**src/rtl/fp32_mul_pkg.sv**
```systemverilog
// rtl/fp32_mul_pkg.sv - shared types and constants for the FP32 multiplier arbiter
package fp32_mul_pkg;

    typedef logic [31:0] fp32_t;

    localparam int FP32_MUL_LATENCY = 3;

    // Width of a requester ID; never narrower than one bit so the types stay legal.
    function automatic int req_id_width(input int num_req);
        return (num_req > 1) ? $clog2(num_req) : 1;
    endfunction

endpackage

```
**src/rtl/fp32_tag_fifo.sv**
```systemverilog
// rtl/fp32_tag_fifo.sv - in-flight requester ID FIFO, simultaneous push/pop allowed
module fp32_tag_fifo #(
    parameter int DEPTH = 8,
    parameter int W     = 2
) (
    input  logic         aclk,
    input  logic         aresetn,
    input  logic         push,
    input  logic [W-1:0] push_data,
    input  logic         pop,
    output logic [W-1:0] pop_data
);

    localparam int AW = (DEPTH > 1) ? $clog2(DEPTH) : 1;

    logic [AW-1:0] wr_ptr_q, wr_ptr_d;
    logic [AW-1:0] rd_ptr_q, rd_ptr_d;
    logic [W-1:0]  mem_q [DEPTH];
    logic [W-1:0]  mem_d [DEPTH];

    // Occupancy is tracked by the owner's credit counter, so no full/empty flags here.
    always_comb begin
        mem_d    = mem_q;
        wr_ptr_d = wr_ptr_q;
        rd_ptr_d = rd_ptr_q;
        if (push) begin
            mem_d[wr_ptr_q] = push_data;
            wr_ptr_d        = wr_ptr_q + 1'b1;
        end
        if (pop) begin
            rd_ptr_d = rd_ptr_q + 1'b1;
        end
    end

    assign pop_data = mem_q[rd_ptr_q];

    always_ff @(posedge aclk or negedge aresetn) begin
        if (!aresetn) begin
            wr_ptr_q <= '0;
            rd_ptr_q <= '0;
            for (int i = 0; i < DEPTH; i++) begin
                mem_q[i] <= '0;
            end
        end else begin
            wr_ptr_q <= wr_ptr_d;
            rd_ptr_q <= rd_ptr_d;
            mem_q    <= mem_d;
        end
    end

endmodule

```
**src/rtl/fp32_mul_arbiter.sv**
```systemverilog
// rtl/fp32_mul_arbiter.sv - round-robin sharing of one pipelined FP32 multiplier
// with credit limiting and in-order result routing by requester tag.
module fp32_mul_arbiter
    import fp32_mul_pkg::*;
#(
    parameter int NUM_REQ      = 4,
    parameter int MUL_LATENCY  = FP32_MUL_LATENCY,
    parameter int MAX_INFLIGHT = 8
) (
    input  logic                     aclk,
    input  logic                     aresetn,
    input  logic [NUM_REQ-1:0]       req_valid,
    output logic [NUM_REQ-1:0]       req_ready,
    input  logic [NUM_REQ-1:0][31:0] req_a,
    input  logic [NUM_REQ-1:0][31:0] req_b,
    output logic [NUM_REQ-1:0]       rsp_valid,
    output logic [31:0]              rsp_data,
    output logic                     mul_tvalid,
    output logic [31:0]              mul_a_tdata,
    output logic [31:0]              mul_b_tdata,
    input  logic                     mul_result_tvalid,
    input  logic [31:0]              mul_result_tdata,
    output logic                     busy,
    output logic                     err_orphan
);

    localparam int IDW = req_id_width(NUM_REQ);
    localparam int CW  = $clog2(MAX_INFLIGHT) + 1;
    localparam logic [IDW:0]         NREQ_W   = (IDW+1)'(NUM_REQ);
    localparam logic [CW-1:0]        MAX_W    = CW'(MAX_INFLIGHT);
    localparam logic [NUM_REQ-1:0]   ONE_HOT0 = {{(NUM_REQ-1){1'b0}}, 1'b1};

    typedef logic [IDW-1:0] req_id_t;

    if (NUM_REQ < 2 || NUM_REQ > 8 || MUL_LATENCY < 1 || MAX_INFLIGHT < 2 ||
        (MAX_INFLIGHT & (MAX_INFLIGHT - 1)) != 0) begin : g_bad_cfg
        $error("fp32_mul_arbiter: unsupported parameter set");
    end

    req_id_t             ptr_q, ptr_d;
    logic [CW-1:0]       cnt_q, cnt_d;
    logic                mul_tvalid_q, mul_tvalid_d;
    fp32_t               mul_a_q, mul_a_d;
    fp32_t               mul_b_q, mul_b_d;
    logic [NUM_REQ-1:0]  rsp_valid_q, rsp_valid_d;
    fp32_t               rsp_data_q, rsp_data_d;
    logic                busy_q, busy_d;
    logic                err_orphan_q, err_orphan_d;

    logic [2*NUM_REQ-1:0] rot;
    logic                 found;
    req_id_t              off;
    logic [IDW:0]         sum;
    logic [IDW:0]         nxt;
    req_id_t              win_id;
    req_id_t              head_id;
    logic                 accept;
    logic                 pop;

    // Rotating the doubled request vector by ptr puts the highest-priority
    // requester at bit 0; the lowest set bit is the offset of the winner.
    always_comb begin
        rot   = {req_valid, req_valid} >> ptr_q;
        found = 1'b0;
        off   = '0;
        for (int j = NUM_REQ - 1; j >= 0; j--) begin
            if (rot[j]) begin
                found = 1'b1;
                off   = req_id_t'(j);
            end
        end
        sum = {1'b0, ptr_q} + {1'b0, off};
        if (sum >= NREQ_W) begin
            sum = sum - NREQ_W;
        end
        win_id    = sum[IDW-1:0];
        accept    = found && (cnt_q < MAX_W);
        req_ready = accept ? (ONE_HOT0 << win_id) : '0;
    end

    always_comb begin
        pop = mul_result_tvalid && (cnt_q != '0);
        nxt = {1'b0, win_id} + 1'b1;

        ptr_d        = ptr_q;
        mul_tvalid_d = accept;
        mul_a_d      = mul_a_q;
        mul_b_d      = mul_b_q;
        if (accept) begin
            ptr_d   = (nxt == NREQ_W) ? '0 : nxt[IDW-1:0];
            mul_a_d = req_a[win_id];
            mul_b_d = req_b[win_id];
        end

        case ({accept, pop})
            2'b10:   cnt_d = cnt_q + 1'b1;
            2'b01:   cnt_d = cnt_q - 1'b1;
            default: cnt_d = cnt_q;
        endcase
        busy_d = (cnt_d != '0);

        rsp_valid_d  = pop ? (ONE_HOT0 << head_id) : '0;
        rsp_data_d   = pop ? mul_result_tdata : rsp_data_q;
        // A result with nothing outstanding cannot be routed; flag it and drop it.
        err_orphan_d = err_orphan_q | (mul_result_tvalid && (cnt_q == '0));
    end

    fp32_tag_fifo #(
        .DEPTH (MAX_INFLIGHT),
        .W     (IDW)
    ) u_tag_fifo (
        .aclk      (aclk),
        .aresetn   (aresetn),
        .push      (accept),
        .push_data (win_id),
        .pop       (pop),
        .pop_data  (head_id)
    );

    always_ff @(posedge aclk or negedge aresetn) begin
        if (!aresetn) begin
            ptr_q        <= '0;
            cnt_q        <= '0;
            mul_tvalid_q <= 1'b0;
            mul_a_q      <= '0;
            mul_b_q      <= '0;
            rsp_valid_q  <= '0;
            rsp_data_q   <= '0;
            busy_q       <= 1'b0;
            err_orphan_q <= 1'b0;
        end else begin
            ptr_q        <= ptr_d;
            cnt_q        <= cnt_d;
            mul_tvalid_q <= mul_tvalid_d;
            mul_a_q      <= mul_a_d;
            mul_b_q      <= mul_b_d;
            rsp_valid_q  <= rsp_valid_d;
            rsp_data_q   <= rsp_data_d;
            busy_q       <= busy_d;
            err_orphan_q <= err_orphan_d;
        end
    end

    assign mul_tvalid  = mul_tvalid_q;
    assign mul_a_tdata = mul_a_q;
    assign mul_b_tdata = mul_b_q;
    assign rsp_valid   = rsp_valid_q;
    assign rsp_data    = rsp_data_q;
    assign busy        = busy_q;
    assign err_orphan  = err_orphan_q;

endmodule

```
**config.mk**
```make
export PLATFORM = sky130hd
export DESIGN_NAME = fp32_mul_arbiter
export DESIGN_NICKNAME = d
export VERILOG_FILES = /design/src/rtl/fp32_mul_pkg.sv /design/src/rtl/fp32_tag_fifo.sv /design/src/rtl/fp32_mul_arbiter.sv
export SDC_FILE = /design/constraint.sdc
export NUM_CORES = 1
export LEC_CHECK = 0
export ABC_AREA = 1
export CORE_MARGIN = 2
export CORE_UTILIZATION = 25
export DETAILED_ROUTE_END_ITERATION = 6
export GPL_ROUTABILITY_DRIVEN = 0
export GPL_TIMING_DRIVEN = 0
export HOLD_SLACK_MARGIN = 0.02
export PLACE_DENSITY = 0.62
export SLEW_MARGIN = 5
export SYNTH_ARGS = -nofsm -noshare
export SYNTH_HDL_FRONTEND = slang
export SYNTH_HIERARCHICAL = 1
export SYNTH_SLANG_ARGS = --single-unit
```
**constraint.sdc**
```tcl
create_clock -name aclk -period 3.03 [get_ports aclk]
set_input_delay 0.606 -clock aclk [delete_from_list [all_inputs] [get_ports aclk]]
set_output_delay 0.606 -clock aclk [all_outputs]
set_load 0.005 [all_outputs]
```
==> run notes, run 1 <==
Die
- I/O pin count: 402
- number of rows created at floorplan: 64

STA
- minimum period implied by the final worst setup slack: 3150 ps
- final setup violation count: 4
- hold slack: 156 ps
- achievable clock frequency: 317 MHz
- Setup Total Neg Slack: -359 ps
- Worst Setup Slack, final: -124 ps

Setup path
- termination of the worst setup path: req_ready[1]
- startpoint of the worst-slack reg-to-reg timing path: ptr_q[0]
- cell-by-cell trace of the critical path: inv_4 > nand2_2 > nand3_2 > nand2_2 > nand3_2 > a21boi_4 > ha_4 > xor2_4 > inv_2 > nand3_4 > nand2_2 > buf_6 > inv_6 > ha_4 > inv_2 > nor2_4 > buf_6
- count of cells along the worst register-to-register path: 14

Synthesis
- post-synthesis share of cell area spent on and-or and or-and gates: 1.88%
- number of enable flip-flop cells: 0
- summed standard-cell area reported by yosys: 0.00767 mm²
- adder-cell share of the synthesized area: 1.63%
- sequential fraction of the synthesis area: 42.7%
- parity-gate share of the synthesized area counting xor and xnor cells: 1.26%
- cell taking the most area after synthesis: dfrtp_1

Global routing
- GR peak layer: met2
- GRT met1 Usage: 21.5%

Final layout
- Post-Route Utilization: 43.2%
- Multi-input comb cells: 709
- count of flip-flops and latches: 131
- # diodes: 0
- net count of the finished layout: 1,682
- non-clock inverter count: 44

Run status
- violated checks: negative setup slack
- result of the run: finished with violations

Drt
- first-pass iteration count of the detailed router: 7
- wire length on met3: 1700 µm

Clock tree
- Clock Pin Slew Worst Setup and Hold Paths: 70 ps
- Post-CTS Resized: 69
- depth of the CTS H-tree: 4
- clk root buf: clkbuf_16

Place
- port bufs: 401

Power and ir drop
- Comb power frac: 69.9%

Flow run
- reported max-cap violation count: 0

Run 1, signal wires on met1:
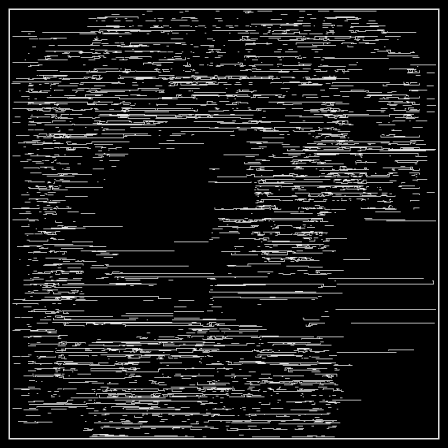
main direction: horizontal
wire length on this layer: 12,100 µm
share of all routed wire: 40%
longest straight run: 63.9 µm

Run 1, M2 wires:
Scale bar: 50 µm. Cells faint in the background.
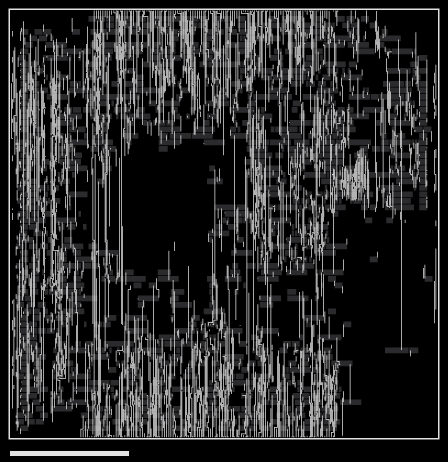
main direction: vertical
nets with wire on the layer: 1,331
share of all routed wire: 53%
global-route track usage on met2: 34.0%
routed wire length: 30,100 µm
via count: 7,911

Run 1, signal wires on met3:
Scale bar: 50 µm.
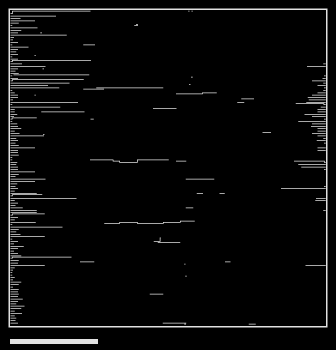
main direction: horizontal
wire length on this layer: 1,700 µm
longest straight run: 44.4 µm
nets with wire on the layer: 194
Global Route met3 Usage: 4.64%

Run 1, signal wires on met4:
Cells faint in the background.
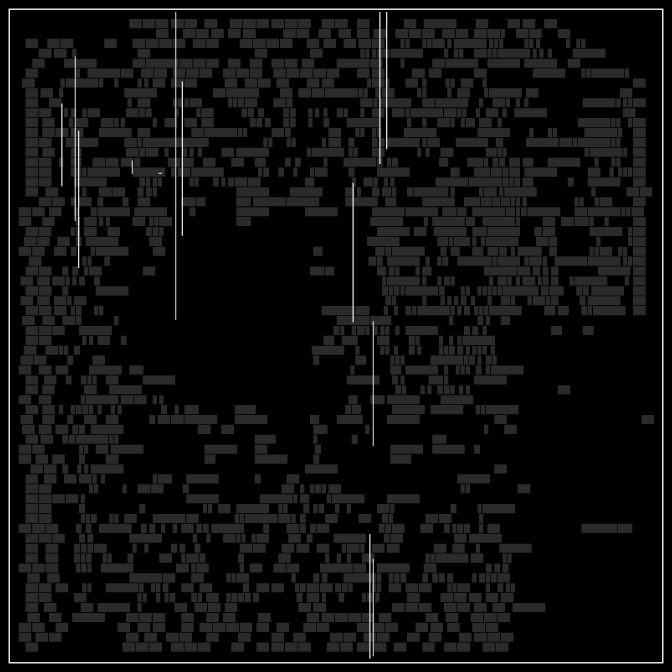
longest straight run: 84.3 µm
share of all routed wire: 1.5%
nets with wire on the layer: 11
main direction: vertical
wire length on this layer: 447 µm

Run 1, congestion heat map:
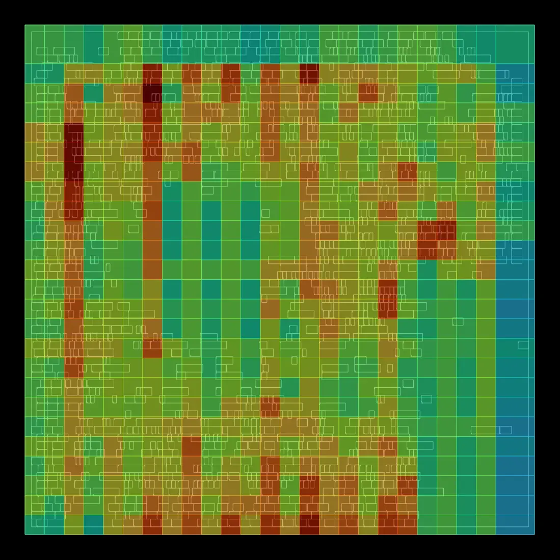

==> inputs of run 2 (changes only) <==
--- a/config.mk
+++ b/config.mk
@@ -6,6 +6,7 @@
 export NUM_CORES = 1
 export LEC_CHECK = 0
 export ABC_AREA = 1
+export CAP_MARGIN = 40
 export CORE_MARGIN = 2
 export CORE_UTILIZATION = 25
 export DETAILED_ROUTE_END_ITERATION = 6
==> constraint.sdc (replaced) <==
create_clock -name aclk -period 3.03 [get_ports aclk]
set_input_delay 0.606 -clock aclk [delete_from_list [all_inputs] [get_ports aclk]]
set_output_delay 0.606 -clock aclk [all_outputs]
set_load 0.05 [all_outputs]
Run 2, congestion heat map:
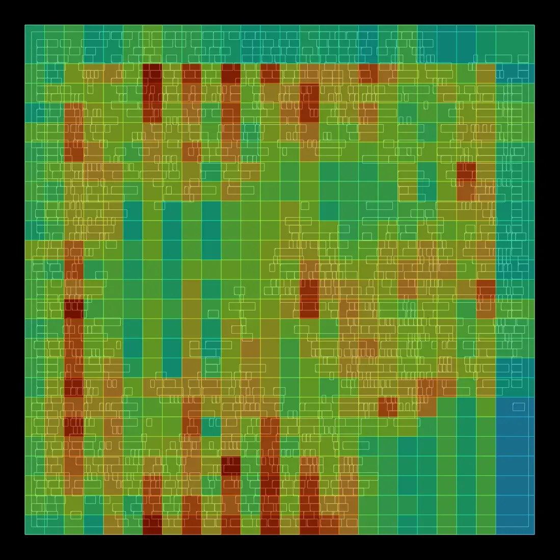
GRT met1 Usage: 20.5%
GR peak layer: met2
Post-Route Utilization: 43.8%

==> run 2 against run 1 <==
Against the previous run:
- the flow still finishes with violations (negative setup slack)
- synthesized cell count unchanged
- count of clock-buffer cells in the layout is 3 higher
- clock power is 7% higher
- synthesized area did not move
- sequential share of layout area is 0.35 points lower
- register-to-register slack lost 30 ps
- routed wire length decreased by 3.8%
- die size is the same
- core utilization grew 0.62 points
- design area grew 1.4%
- largest cell class unchanged
- largest power group unchanged
- highest routed layer unchanged
==> run notes, run 2 <==
Run status
- result of the run: finished with violations, unchanged
- violated checks: negative setup slack, unchanged

Setup path
- cell-by-cell trace of the critical path: inv_4 > nand2_4 > nand3_2 > nand2_2 > nand3_2 > a21boi_2 > ha_4 > xor2_2 > inv_1 > nand3_2 > nand2_2 > buf_8 > inv_8 > ha_4 > inv_2 > nor2_4 > buf_8, was inv_4 > nand2_2 > nand3_2 > nand2_2 > nand3_2 > a21boi_4 > ha_4 > xor2_4 > inv_2 > nand3_4 > nand2_2 > buf_6 > inv_6 > ha_4 > inv_2 > nor2_4 > buf_6
- launch point of the worst path: ptr_q[0], unchanged
- startpoint of the worst-slack reg-to-reg timing path: ptr_q[0], unchanged
- count of cells along the worst register-to-register path: 14, unchanged

Drt
- first-pass iteration count of the detailed router: 4, was 7
- via count: 7,999, was 7,911
- DRC violations left: 0, unchanged
- Final ANT Viol Nets: 0, unchanged
- wire length on met3: 2310 µm, was 1700 µm
- routed wire length: 29,000 µm, was 30,100 µm

Synthesis
- top cells by area in the synthesized netlist: dfrtp_1 43%, nand2_1 18%, mux2i_1 17%, unchanged
- summed standard-cell area reported by yosys: 0.00767 mm², unchanged
- commonest cells in the synthesized netlist: 365 x nand2_1, 138 x nand3_1, 131 x dfrtp_1, unchanged
- parity-gate share of the synthesized area counting xor and xnor cells: 1.26%, unchanged
- post-synthesis share of cell area spent on and-or and or-and gates: 1.88%, unchanged
- cell taking the most area after synthesis: dfrtp_1, unchanged
- sequential fraction of the synthesis area: 42.7%, unchanged
- adder-cell share of the synthesized area: 1.63%, unchanged
- dominant non-sequential cell family after synthesis: simple AND/OR/NAND/NOR gates, unchanged
- yosys synthesis warning count: 6, unchanged
- number of enable flip-flop cells: 0, unchanged

Final layout
- non-clock inverter count: 44, unchanged
- Multi-input comb cells: 709, unchanged
- net count of the finished layout: 1,691, was 1,682
- # diodes: 1, was 0

STA
- final setup violation count: 4, unchanged
- achievable clock frequency: 316 MHz, was 317 MHz
- hold slack: 182 ps, was 156 ps
- minimum period implied by the final worst setup slack: 3160 ps, was 3150 ps
- Setup Total Neg Slack: -457 ps, was -359 ps
- Worst Setup Slack, final: -134 ps, was -124 ps

Die
- number of rows created at floorplan: 64, unchanged
- I/O pin count: 402, unchanged

Global routing
- global-route track usage on met2: 30.5%, was 34.0%
- Global Route met3 Usage: 5.51%, was 4.64%
- vias in the first global route: 8,013, was 8,092

Clock tree
- clk root buf: clkbuf_16, unchanged
- Clock Pin Slew Worst Setup and Hold Paths: 70 ps, about the same
- Post-CTS Resized: 76, was 69
- sink count of the clock tree: 131, unchanged

Place
- port bufs: 401, unchanged
- pre-CTS WS: -1610 ps, was -1520 ps

Flow run
- reported max-cap violation count: 0, unchanged

Run 2, signal wires on met1:
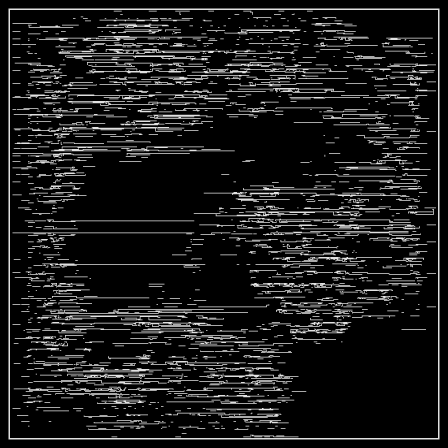

==> inputs of run 3 (changes only) <==
--- a/config.mk
+++ b/config.mk
@@ -7,7 +7,7 @@
 export LEC_CHECK = 0
 export ABC_AREA = 1
 export CAP_MARGIN = 40
-export CORE_MARGIN = 2
+export CORE_MARGIN = 1.5
 export CORE_UTILIZATION = 25
 export DETAILED_ROUTE_END_ITERATION = 6
 export GPL_ROUTABILITY_DRIVEN = 0
Run 3, signal wires on met1:
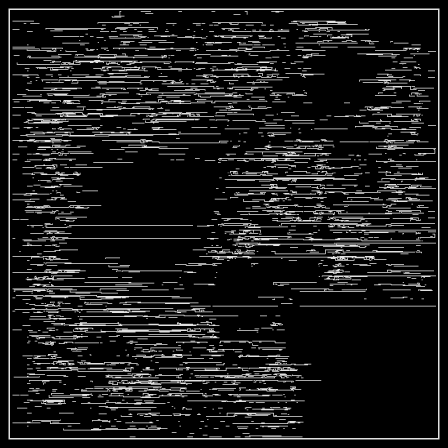
main direction: horizontal
nets with wire on the layer: 1,460
via count: 8,008
routed wire length: 29,300 µm
GRT met1 Usage: 21.2%

==> run 3 against run 2 <==
Against the previous run:
- the flow still finishes with violations (negative setup slack)
- hold slack worse by 37 ps
- die size shrank 1.1%
- global-route usage rose by 0.85 points
- combinational power hardly changed
- clock skew is 2.4 ps higher
- setup slack got worse by 2.3 ps
- register-to-register slack got worse by 30 ps
- design area fell by 0.68%
- core utilization up 0.39 points
- sequential share of layout area up 0.17 points
- non-clock buffer count fell by 1
- largest cell class unchanged
- highest routed layer is now met4
==> run notes, run 3 <==
Synthesis
- commonest cells in the synthesized netlist: 365 x nand2_1, 138 x nand3_1, 131 x dfrtp_1, unchanged
- top cells by area in the synthesized netlist: dfrtp_1 43%, nand2_1 18%, mux2i_1 17%, unchanged
- number of enable flip-flop cells: 0, unchanged
- adder-cell share of the synthesized area: 1.63%, unchanged
- yosys synthesis warning count: 6, unchanged
- summed standard-cell area reported by yosys: 0.00767 mm², unchanged
- parity-gate share of the synthesized area counting xor and xnor cells: 1.26%, unchanged

STA
- final setup violation count: 4, unchanged
- minimum period implied by the final worst setup slack: 3170 ps, was 3160 ps
- Setup Total Neg Slack: -422 ps, was -457 ps
- Worst Setup Slack, final: -136 ps, was -134 ps

Run status
- violated checks: negative setup slack, unchanged
- result of the run: finished with violations, unchanged

Place
- pre-CTS WS: -1600 ps, was -1610 ps
- port bufs: 401, unchanged

Setup path
- startpoint of the worst-slack reg-to-reg timing path: ptr_q[0], unchanged
- count of cells along the worst register-to-register path: 14, unchanged
- launch point of the worst path: ptr_q[0], unchanged

Flow run
- reported max-cap violation count: 0, unchanged

Clock tree
- Clock Pin Slew Worst Setup and Hold Paths: 70 ps, about the same
- clk root buf: clkbuf_16, unchanged
- sink count of the clock tree: 131, unchanged
- Post-CTS Resized: 90, was 76
- depth of the CTS H-tree: 4, unchanged

Final layout
- Multi-input comb cells: 709, unchanged
- net count of the finished layout: 1,690, was 1,691
- count of flip-flops and latches: 131, unchanged

Drt
- DRC violations left: 0, unchanged

Power and ir drop
- Comb power frac: 73.8%, was 73.2%

Global routing
- global-route track usage on met2: 33.6%, was 30.5%

Power and IR drop assume default switching activity.
